==> images/m3.png <==
Scale: 6 px per um.
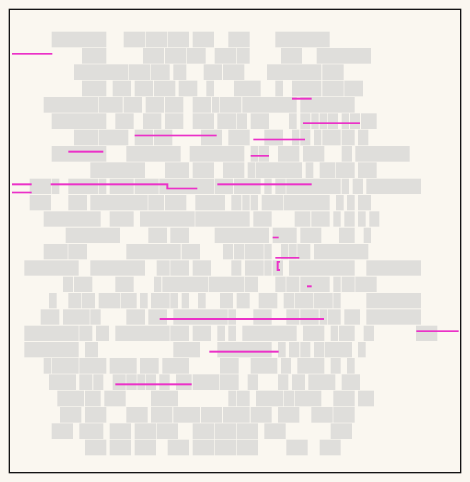
==> images/m1.png <==
Scale: 4 px per um. Supply wires on this layer in gray.
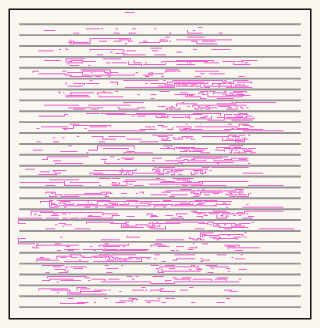
==> images/util_map.png <==
Scale: 4 px per um. 8 x 8 tiles, from white (low) to dark blue (high), 0 to 100% covered.
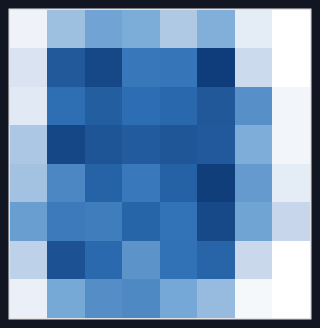
==> images/clock_wires.png <==
Scale: 4 px per um.
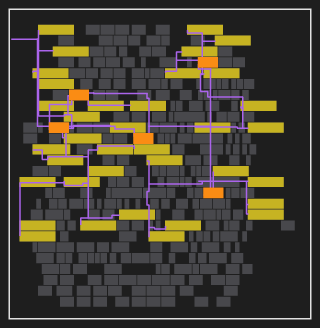
===== src/rtl/uart_rx_seq_trig.sv =====
// rtl/uart_rx_seq_trig.sv - UART receiver that pulses a trigger on a masked multi-frame match
module uart_rx_seq_trig #(
  parameter int DATA_W    = 8,
  parameter int SEQ_LEN   = 1,
  parameter int PARITY_EN = 0,
  parameter int BAUD_W    = 16
) (
  input  logic                      clk,
  input  logic                      rst,
  input  logic                      RX,
  input  logic [BAUD_W-1:0]         baud_cnt,
  input  logic [SEQ_LEN*DATA_W-1:0] match,
  input  logic [SEQ_LEN*DATA_W-1:0] mask,
  input  logic                      parity_odd,
  output logic                      UARTtrig,
  output logic                      frame_err
);

  localparam int BIT_W = $clog2(DATA_W + 1);
  localparam int SEQ_W = (SEQ_LEN > 1) ? $clog2(SEQ_LEN) : 1;

  typedef enum logic [2:0] {
    S_IDLE,
    S_START,
    S_DATA,
    S_PAR,
    S_STOP,
    S_WAIT_HI
  } state_t;

  state_t              state_q, state_d;
  logic [1:0]          rx_sync;
  logic                rxs;
  logic [BAUD_W-1:0]   baud_q, baud_d;
  logic [BAUD_W-1:0]   limit;
  logic [BAUD_W:0]     baud_nxt;
  logic                tick;
  logic [BIT_W-1:0]    bit_q, bit_d;
  logic [DATA_W-1:0]   shreg_q, shreg_d;
  logic                par_err_q, par_err_d;
  logic [SEQ_W-1:0]    seq_q, seq_d;
  logic                trig_d, ferr_d;
  logic [DATA_W-1:0]   cur_match, cur_mask;
  logic                hit_cur, hit_0, seq_last;

  assign rxs = rx_sync[1];

  // Start bit is checked at its midpoint; every later bit one full period after the previous sample.
  // The >= compare keeps the counter from running away if baud_cnt shrinks mid-frame.
  assign limit    = (state_q == S_START) ? (baud_cnt >> 1) : baud_cnt;
  assign baud_nxt = {1'b0, baud_q} + {{BAUD_W{1'b0}}, 1'b1};
  assign tick     = baud_nxt >= {1'b0, limit};

  // Pick the pattern slot the sequencer is currently waiting on.
  always_comb begin
    cur_match = '0;
    cur_mask  = '0;
    for (int k = 0; k < SEQ_LEN; k++) begin
      if (seq_q == SEQ_W'(k)) begin
        cur_match = match[k*DATA_W +: DATA_W];
        cur_mask  = mask[k*DATA_W +: DATA_W];
      end
    end
  end

  assign hit_cur  = ((shreg_q ^ cur_match) & ~cur_mask) == '0;
  assign hit_0    = ((shreg_q ^ match[DATA_W-1:0]) & ~mask[DATA_W-1:0]) == '0;
  assign seq_last = seq_q == SEQ_W'(SEQ_LEN - 1);

  // Next-state, datapath updates and output pulses for the receive FSM and sequencer.
  always_comb begin
    state_d   = state_q;
    baud_d    = baud_q;
    bit_d     = bit_q;
    shreg_d   = shreg_q;
    par_err_d = par_err_q;
    seq_d     = seq_q;
    trig_d    = 1'b0;
    ferr_d    = 1'b0;
    case (state_q)
      S_IDLE: begin
        if (!rxs) begin
          state_d   = S_START;
          baud_d    = '0;
          bit_d     = '0;
          par_err_d = 1'b0;
        end
      end
      S_START: begin
        if (tick) begin
          baud_d  = '0;
          state_d = rxs ? S_IDLE : S_DATA;
        end else begin
          baud_d = baud_nxt[BAUD_W-1:0];
        end
      end
      S_DATA: begin
        if (tick) begin
          baud_d  = '0;
          shreg_d = {rxs, shreg_q[DATA_W-1:1]};
          bit_d   = bit_q + BIT_W'(1);
          if (bit_q == BIT_W'(DATA_W - 1)) begin
            state_d = (PARITY_EN != 0) ? S_PAR : S_STOP;
          end
        end else begin
          baud_d = baud_nxt[BAUD_W-1:0];
        end
      end
      S_PAR: begin
        if (tick) begin
          baud_d    = '0;
          par_err_d = ((^shreg_q) ^ rxs) != parity_odd;
          state_d   = S_STOP;
        end else begin
          baud_d = baud_nxt[BAUD_W-1:0];
        end
      end
      S_STOP: begin
        if (tick) begin
          baud_d = '0;
          if (rxs && !par_err_q) begin
            state_d = S_IDLE;
            if (hit_cur && seq_last) begin
              trig_d = 1'b1;
              seq_d  = '0;
            end else if (hit_cur) begin
              seq_d = seq_q + SEQ_W'(1);
            end else begin
              seq_d = (SEQ_LEN > 1 && hit_0) ? SEQ_W'(1) : '0;
            end
          end else begin
            ferr_d  = 1'b1;
            seq_d   = '0;
            state_d = S_WAIT_HI;
          end
        end else begin
          baud_d = baud_nxt[BAUD_W-1:0];
        end
      end
      S_WAIT_HI: begin
        if (rxs) state_d = S_IDLE;
      end
      default: state_d = S_IDLE;
    endcase
  end

  // State, counters, synchroniser and registered output pulses.
  always_ff @(posedge clk or posedge rst) begin
    if (rst) begin
      state_q   <= S_IDLE;
      rx_sync   <= 2'b11;
      baud_q    <= '0;
      bit_q     <= '0;
      shreg_q   <= '0;
      par_err_q <= 1'b0;
      seq_q     <= '0;
      UARTtrig  <= 1'b0;
      frame_err <= 1'b0;
    end else begin
      state_q   <= state_d;
      rx_sync   <= {rx_sync[0], RX};
      baud_q    <= baud_d;
      bit_q     <= bit_d;
      shreg_q   <= shreg_d;
      par_err_q <= par_err_d;
      seq_q     <= seq_d;
      UARTtrig  <= trig_d;
      frame_err <= ferr_d;
    end
  end

endmodule


===== config.mk =====
export PLATFORM = sky130hd
export DESIGN_NAME = uart_rx_seq_trig
export DESIGN_NICKNAME = d
export VERILOG_FILES = /design/src/rtl/uart_rx_seq_trig.sv
export SDC_FILE = /design/constraint.sdc
export NUM_CORES = 1
export LEC_CHECK = 0
export ABC_AREA = 0
export ABC_CLOCK_PERIOD_IN_PS = 4000
export CORE_AREA = 2 2 73 75
export DETAILED_ROUTE_END_ITERATION = 10
export DIE_AREA = 0 0 75 77
export PLACE_DENSITY = 0.81
export RECOVER_POWER = 25
export SYNTH_ARGS = -nofsm -noshare
export SYNTH_HDL_FRONTEND = slang
export SYNTH_SLANG_ARGS = --single-unit
export TNS_END_PERCENT = 100

===== constraint.sdc =====
create_clock -name clk -period 4 [get_ports clk]
set_input_delay 0.8 -clock clk [delete_from_list [all_inputs] [get_ports clk]]
set_output_delay 0.8 -clock clk [all_outputs]
set_load 0.1 [all_outputs]

==> results.ini <==
[logic_synthesis]
syn_area_um2 = 2635
flop_cell = dfrtp_1
avgSynthCellArea_um2 = 9.943
mux_share_pct = 9.972
common_cells = dfrtp_1 (34), xnor2_1 (26), nor2_1 (22), ha_1 (18), nand2_1 (18)
top_area_cell = dfrtp_1
edf_count = 0
xor_area_share_pct = 10.30
simple_gate_area_share_pct = 18.76
netlist_instances = 265
async_flop_share_pct = 100.0
yosysWarnings = 0
syn_nets = 319
ys_sh_aoi_pct = 14.91
topCellsByArea = dfrtp_1 (32%), xnor2_1 (8.6%), ha_1 (8.5%), mux2i_1 (5.7%), mux2_2 (4.3%)
synth.distinct_cells = 49
ys_seq_share_pct = 34.28
ys_top_logic_family = simple AND/OR/NAND/NOR gates
adder_share_pct = 8.547
synth-seq-cells = 36

[pwr]
switchingPower_w = 0.0007089
p_int_w = 0.001041
power.density_nw_per_um2 = 554.9
comb_power_w = 0.000838
power.group.top = combinational logic
power.total_w = 0.001750
p_comb_share_pct = 47.9
seq_power_share_pct = 34.1
vdd_drop_max_uv = 333.9

[cts]
cts_inserted_buffers = 5
clock-sinks = 36
clkTransAtPathRegs_ns = 0.07
root_buffer = clkbuf_8
cts_tree = done
clockBufferDepth = 2
cts-resized-gates = 0
htreeDepth = 2

[route]
dr_wl_met3_um = 158
wl_met1_mm = 2.394
highest_layer = met4
vias_per_cell = 5.660
drc = 0
drt_iter0_markers = 164
final_antenna_net_count = 0

[layout]
nNetsFinal = 354
layout_top_cell = clkdlybuf4s50_1
layout_top_cells = clkdlybuf4s50_1 (35), dfrtp_1 (34), xnor2_1 (26), nor2_1 (22)
area_growth_pct = 19.71
stdcell_count = 371
drive_above_1_share_pct = 10.63
largest_reg_flops = 16
reg_top3 = baud_q (16), shreg_q (8), bit_q (4)
largest-register = baud_q
antenna_cells = 0
fin_area_um2 = 3154

[setup_path]
regToRegStartpoint = baud_q[4]
timing.rr.end = bit_q[3]
crit_path_max_fanout = 12
startpoint = baud_q[4]
arrival_ns = 3.74
end_kind = flop
r2r_cells = 12
critPathKind = flop to flop

[final_timing]
max_freq_mhz = 280.6
tightest_slew_ns = 0.9816
tns_ns = 0
relSlewSlack_pct = 34.35
finalHoldViolCount = 0
finalCriticalPeriod_ns = 3.564
drv_slew = 0
rsz0062_at_grt = no
fin_crit_sh_pct = 89.11

[floorplan]
die_w_um = 75
chipArea_um2 = 5775
placementRows = 26

[grt]
grt_pass1_vias = 2021
grt_usage_pct = 20.01
grt_pass1_wl_mm = 8.997
antenna_found_initial = 0
grt_overflow = 0
grt_max_degree = 23
busiest_layer = met2

[outcome]
status = finished clean

[placed_design]
place_inst = 363
gp_congestion = 0.8275
placed_cell_area_um2 = 3042

[worst_hold_path]
holdPathEnd = rx_sync[1]
min_from = rx_sync[0]
min_path_type = flop to flop

-- m3.png (at the start) --
The layer carries 159 um of wire. The longest straight run is 27.1 um. 12 nets have wire on it.
M3 GR Usage: 4.731%
DRT Wirelength: 5.326 mm

-- m1.png (at the start) --
The longest straight run is 23.9 um. The layer holds 45% of the routed length.
met1 Use GR: 26.07%
via count: 2100

-- util_map.png (at the start) --
31% of the tiles are over 75% full. The fullest tile reaches 95%. The mean over all tiles is 53%.
Core ar.: 4977 um2
Finished Core Util: 63.37%
pre-placement core utilization: 52.94%

-- clock_wires.png (at the start) --
Key: yellow = flip-flops [count 36]; purple = clock wires [length 474 um]; orange = clock-net drivers [count 5]
There are 6 routed clock nets.
Insertion Delay late pin: 0.29 ns
clock share of power: 18.0%
clk_skew: 0.006938 ns
power in the clock group: 0.000315 W

-- cell type report --
class,count,area [um2]
Timing Repair Buffer,39,385.4
Inverter,5,18.77
Tap cell,70,87.58
Fill cell,415,1823
Sequential cell,36,903.4
Clock inverter,2,35.03
Multi-Input combinational cell,213,1652
Clock buffer,6,72.57
-- critical path: stages, from the launching register on --
cell	delay, ns
dfrtp_1	0.50
nand4_4	0.18
nor4_1	0.45
nand3_1	0.22
nor2_1	0.24
xor2_1	0.18
ha_1	0.30
a21oi_1	0.17
nand3_1	0.08
nor2_1	0.35
nand3_2	0.33
nor4b_1	0.24
a211o_1	0.22
Power is estimated from default activity; no workload was simulated.
